PDN straps and rails:
Scale: 3 px per um. Pins as bars on the die edge. Tap cells in gray.
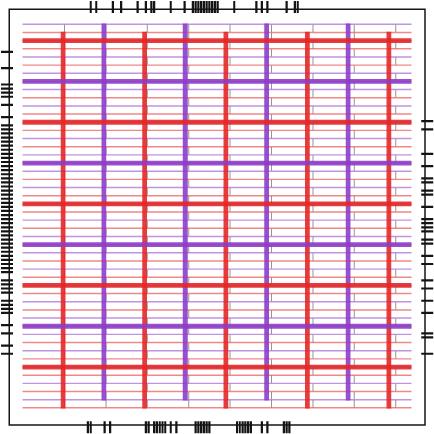
Placed cells, one color a class:
Scale: 3 px per um. Fill, decap, tap and diode cells in gray.
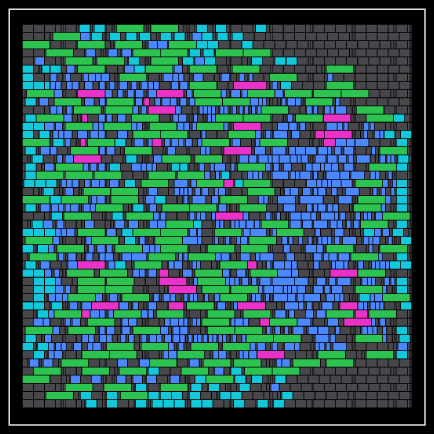
Clock distribution:
Scale: 3 px per um.
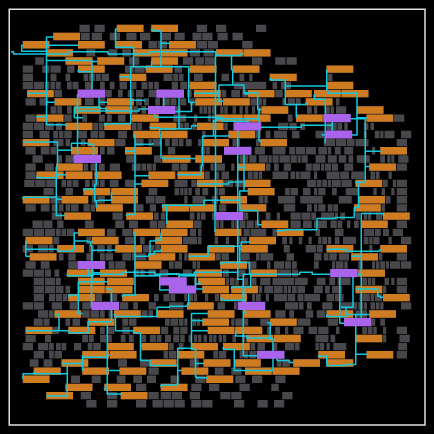
File: config.mk
export PLATFORM = sky130hd
export DESIGN_NAME = dsp_divider
export DESIGN_NICKNAME = d
export VERILOG_FILES = /design/src/rtl/dsp_divider.sv
export SDC_FILE = /design/constraint.sdc
export NUM_CORES = 1
export LEC_CHECK = 0
export CORE_MARGIN = 4
export CORE_UTILIZATION = 50
export DETAILED_ROUTE_END_ITERATION = 6
export GPL_ROUTABILITY_DRIVEN = 0
export PLACE_DENSITY_LB_ADDON = 0.3
export REMOVE_ABC_BUFFERS = 1
export SYNTH_ARGS = -nofsm -noshare
export SYNTH_HDL_FRONTEND = slang
export SYNTH_SLANG_ARGS = --single-unit
export TNS_END_PERCENT = 50
File: constraint.sdc
create_clock -name clk -period 18.05 [get_ports clk]
set_clock_uncertainty 0.15 [all_clocks]
set_input_delay 3.61 -clock clk [delete_from_list [all_inputs] [get_ports clk]]
set_output_delay 3.61 -clock clk [all_outputs]
set_load 0.01 [all_outputs]
File: src/rtl/dsp_divider.sv
// Radix-2 restoring divider recovering Q and R from N = Q*A + R, one quotient bit per clock.
// Optional DSP_DIV_EARLY_EXIT_EN: operands with n_in < a_in finish after a single cycle.
module dsp_divider #(
    parameter int NW = 48,
    parameter int DW = 18
) (
    input  logic          clk,
    input  logic          rst,
    input  logic          start,
    input  logic [NW-1:0] n_in,
    input  logic [DW-1:0] a_in,
    output logic          busy,
    output logic          out_valid,
    output logic [NW-1:0] q_out,
    output logic [DW-1:0] r_out,
    output logic          div_by_zero
);
    // state | meaning
    // IDLE  | waiting for start, operands captured on the accepting edge
    // CALC  | one restoring iteration per edge, counter runs down to 1
    // DONE  | out_valid pulse for one cycle, then back to IDLE
    typedef enum logic [1:0] {IDLE, CALC, DONE} state_t;

    localparam int CW = $clog2(NW + 1);

    state_t        state_q, state_d;
    logic [NW-1:0] dvd_q, dvd_d;
    logic [DW-1:0] dvs_q, dvs_d;
    logic [DW-1:0] nlo_q, nlo_d;
    logic [DW:0]   rem_q, rem_d;
    logic [CW-1:0] cnt_q, cnt_d;
    logic          early_q, early_d;
    logic [NW-1:0] q_out_q, q_out_d;
    logic [DW-1:0] r_out_q, r_out_d;
    logic          dbz_q, dbz_d;

    logic [DW:0]   rem_sh, rem_nxt;
    logic [NW-1:0] dvd_nxt;
    logic          ge;

    always_ff @(posedge clk or posedge rst) begin
        if (rst) state_q <= IDLE;
        else     state_q <= state_d;
    end

    always_comb begin
        state_d = state_q;
        case (state_q)
            IDLE:    if (start) state_d = CALC;
            CALC:    if (cnt_q == CW'(1)) state_d = DONE;
            DONE:    state_d = IDLE;
            default: state_d = IDLE;
        endcase
    end

    always_comb begin
        busy      = (state_q == CALC);
        out_valid = (state_q == DONE);
    end

    // rem_q[DW] is always 0 after a restoring step; folding it into ge keeps the compare exact
    always_comb begin
        rem_sh  = {rem_q[DW-1:0], dvd_q[NW-1]};
        ge      = rem_q[DW] | (rem_sh >= {1'b0, dvs_q});
        rem_nxt = ge ? (rem_sh - {1'b0, dvs_q}) : rem_sh;
        dvd_nxt = {dvd_q[NW-2:0], ge};
    end

    always_comb begin
        dvd_d   = dvd_q;
        dvs_d   = dvs_q;
        nlo_d   = nlo_q;
        rem_d   = rem_q;
        cnt_d   = cnt_q;
        early_d = early_q;
        q_out_d = q_out_q;
        r_out_d = r_out_q;
        dbz_d   = dbz_q;
        case (state_q)
            IDLE: begin
                if (start) begin
                    dvd_d   = n_in;
                    dvs_d   = a_in;
                    nlo_d   = n_in[DW-1:0];
                    rem_d   = '0;
                    cnt_d   = CW'(NW);
                    early_d = 1'b0;
`ifdef DSP_DIV_EARLY_EXIT_EN
                    if ((a_in != '0) && (n_in < {{(NW-DW){1'b0}}, a_in})) begin
                        cnt_d   = CW'(1);
                        early_d = 1'b1;
                    end
`endif
                end
            end
            CALC: begin
                dvd_d = dvd_nxt;
                rem_d = rem_nxt;
                cnt_d = cnt_q - CW'(1);
                if (cnt_q == CW'(1)) begin
                    if (dvs_q == '0) begin
                        q_out_d = '1;
                        r_out_d = nlo_q;
                        dbz_d   = 1'b1;
                    end else if (early_q) begin
                        q_out_d = '0;
                        r_out_d = nlo_q;
                        dbz_d   = 1'b0;
                    end else begin
                        q_out_d = dvd_nxt;
                        r_out_d = rem_nxt[DW-1:0];
                        dbz_d   = 1'b0;
                    end
                end
            end
            default: ;
        endcase
    end

    always_ff @(posedge clk or posedge rst) begin
        if (rst) begin
            dvd_q   <= '0;
            dvs_q   <= '0;
            nlo_q   <= '0;
            rem_q   <= '0;
            cnt_q   <= '0;
            early_q <= 1'b0;
            q_out_q <= '0;
            r_out_q <= '0;
            dbz_q   <= 1'b0;
        end else begin
            dvd_q   <= dvd_d;
            dvs_q   <= dvs_d;
            nlo_q   <= nlo_d;
            rem_q   <= rem_d;
            cnt_q   <= cnt_d;
            early_q <= early_d;
            q_out_q <= q_out_d;
            r_out_q <= r_out_d;
            dbz_q   <= dbz_d;
        end
    end

    assign q_out       = q_out_q;
    assign r_out       = r_out_q;
    assign div_by_zero = dbz_q;

endmodule
==> run summary <==
Results of the full flow below.

Yosys:
- In this run, the synthesized area fraction spent on AND-OR/OR-AND gates is recorded as 0.2481.
- Post-synthesis, Yosys gives the total cell area as 0.008457 sq mm.
- The run gives the average footprint of a synthesized cell as 10.07 sq um.
- Per Yosys stat, the portion of area used by sequential elements is 0.5267.
- The run puts the post-synth design cell area at 0.008457 sq mm.
- The run gives the cell type with the largest total area after synthesis as sky130_fd_sc_hd__dfrtp_1.
- The run gives the main flop type as sky130_fd_sc_hd__dfrtp_1.
- The run puts the area share of the largest cell type after synthesis at 0.5267.
- The run puts the number of synthesized flops with an enable pin at 0.
- The run gives the count of warnings emitted by yosys as 0.
- The run puts the simple-gate area share of the yosys netlist at 0.1173.
- The synth_stat.txt file lists the number of cells as 840.
- The synthesis run identifies the leading combinational cell family as AND-OR/OR-AND gates.
- The run gives the share of flip-flops with an asynchronous set or reset after synthesis as 1.000.
- The netlist uses 61 different library cells.

Floorplanning:
- In this run the standard cell core region covers 0.01658 sq mm.
- The run puts the number of placement rows at 47.
- The run puts the core utilization before placement at 0.5100.

Flow run:
- The stage logs contain a warning count of 28.

Final layout:
- The run gives the area growth from synthesis to layout as 24.59%.
- The run gives the area of all placed cells without fillers as 0.01054 sq mm.
- The run gives the area of the multi-input gates as 0.003705 sq mm.
- The run puts the utilization of the core after routing at 0.6354.
- The run gives the final standard cell count with taps included and fillers excluded as 1,181.
- The filler cells instantiated in the layout total 1,391.
- The run gives the sequential cell area as 0.004456 sq mm.

STA:
- In the finished design, the share of the clock period the worst path needs comes to 0.3931.
- Setup repair after global routing left no endpoint under its margin.
- For reference, the final report shows the max-slew violation count at 0.
- For the final routed database, the setup TNS stands at 0 ns.
- The run puts the final critical path time including I/O delays and setup at 7.095 ns.
- The run puts the peak clock frequency supported by timing at 141.0 MHz.

Power and ir drop:
- The run puts the switching power at 0.8359 mW.
- Total power normalized to cell area comes to 199.9 mW/mm^2.
- IR analysis of the VDD net gives a maximum drop of 95.56 uV.
- The share of total power dissipated in the clock network is 0.175.
- The switching portion of total power comes to 0.3969.

Worst hold path:
- The run gives the worst hold endpoint as nlo_q[7].
- The run gives the launch instance of the worst min-delay path as nlo_q[7].

Global routing:
- The run gives the number of global-route vias before repair as 6,921.
- The run gives the total congestion overflow after global routing as 0.
- The run gives the global-route usage over all layers as 0.2291.

Clock network:
- The longest clock path from root to sink contains 2 buffers.
- The run gives the total of cells resized after clock tree synthesis as 0.
- The run gives the number of buffers created by CTS as 17.
- The run gives the clock-pin transition on the worst setup and hold timing paths as 0.07 ns.
- The run puts the CTS H-tree depth at 4.
- The run gives the number of sinks on the clock net as 178.
- The run gives the source-to-sink clock delay at the later pin of the worst-skew pair as 0.44 ns.
- The run gives the setup fix buffers added after clock tree synthesis as 0.

Routing:
- For this block, the routed nets add up to 21,880 um of wire.
- Per the detail_route report, DRC violations left total 0.
- The run puts the average detailed-routed wire length per instance at 18.53 um.
- The run gives the count of nets left with antenna violations after detail routing as 0.
- The run puts the detailed-route via count at 6,899.

Worst setup path:
- The run gives the launching element type of the critical path as a flop.
- STA classifies the critical path endpoint as an output pin.
- The run gives the cell family contributing the most delay on the critical path as buffers and inverters.
- The run gives the number of cell instances on the worst register-to-register path as 9.
- The run gives the worst path required time as 14.29 ns.
- The run gives the kind of critical path as reg -> out.
- The setup check on the worst reg-to-reg path leaves a slack of 12.76 ns.
- The startpoint identified for the worst register-to-register timing path is state_q[0].
- The run gives the largest fanout of any net on the critical path as 54.
- Among the stages of the critical path, the cell type that occurs most often is sky130_fd_sc_hd__buf_4.

Outcome:
- The run finished with clean final reports.

Placement:
- Per the detailed placement report, the placed cell area equals 0.009953 sq mm.
## Picture notes: 'PDN straps and rails'
- VSS: red
- VDD: purple
- met4 straps: 9
- tap cells: 220
- met1 rails: 48

## Picture notes: 'placed cells, one color a class'
- clock drivers and dummy loads: magenta (cells 32; share of their area 5.7%)
- sequential cells: green (cells 178; share of their area 43%)
- remaining buffers and delay cells: cyan (cells 143; share of their area 14%)
- combinational and other logic: blue (cells 608; share of their area 37%)

## Picture notes: 'clock distribution'
- clock drivers: purple (count 17)
- flip-flops: orange (count 178)
- clock wires: cyan (length 2,140 um)
- flops lie: widely spread

[cells in the mapped netlist, drive strengths merged, types with 4 or more instances]
cell and count:
xnor2 6, inv 27, mux2i 19, nand2 110, nor3 5, o22a 48, xor2 7, buf 5
nand3 8, nor2b 49, ha 20, a22oi 60, o21ai 108, nand2b 4, dfrtp 178, nor4 5
nor2 10, clkbuf 49, a21oi 63, o31ai 4, a21o 7, o22ai 4
[layout make-up]
type | count | area share
clock inverter | 14 | 0.01366
tap | 220 | 0.02613
clock buffer | 18 | 0.04168
sequential | 178 | 0.4229
timing repair buffer | 143 | 0.1339
inverter | 27 | 0.01009
multi-input combinational | 581 | 0.3516
[kinds of logic (layout without fill, tap and decap cells)]
family | after synthesis | in the layout
compound gates | 320 | 320
simple gates | 207 | 207
buf+inv | 81 | 202
xor+xnor | 13 | 13
mux | 20 | 20
flops | 178 | 178
fa+ha+maj | 21 | 21
[routing by layer]
layer  up-vias  wire [um]  track usage
met5         -          0            0
met4         0        244      0.04992
met3        20       1624      0.06906
met2       225      10300       0.3625
met1      3415       9710       0.3153
li1       3239          -            -
[how the worst max path moves through the flow]
| stage | startpoint | to | slack, ns | cells past startpoint |
|---|---|---|---|---|
| after floorplan | rst | cnt_q[0] | 9.46 | 1 |
| after global placement | start | dvd_q[0] | 11.15 | 5 |
| after detailed placement | start | dvs_q[8] | 11.09 | 4 |
| after CTS | state_q[0] | busy | 10.96 | 5 |
| after global routing | state_q[0] | busy | 10.72 | 5 |
| final | state_q[0] | busy | 10.96 | 5 |
[power by group through the flow]
stage	clock [mW]	sequential, mW	combinational [mW]
3_5_place_dp	0	0.738	0.995
6_report	0.368	0.735	1.00
2_1_floorplan	0	0.733	0.638
5_1_grt	0.390	0.759	1.11
3_3_place_gp	0	0.735	0.972
4_1_cts	0.373	0.734	1.00
Power is estimated from default activity; no workload was simulated.
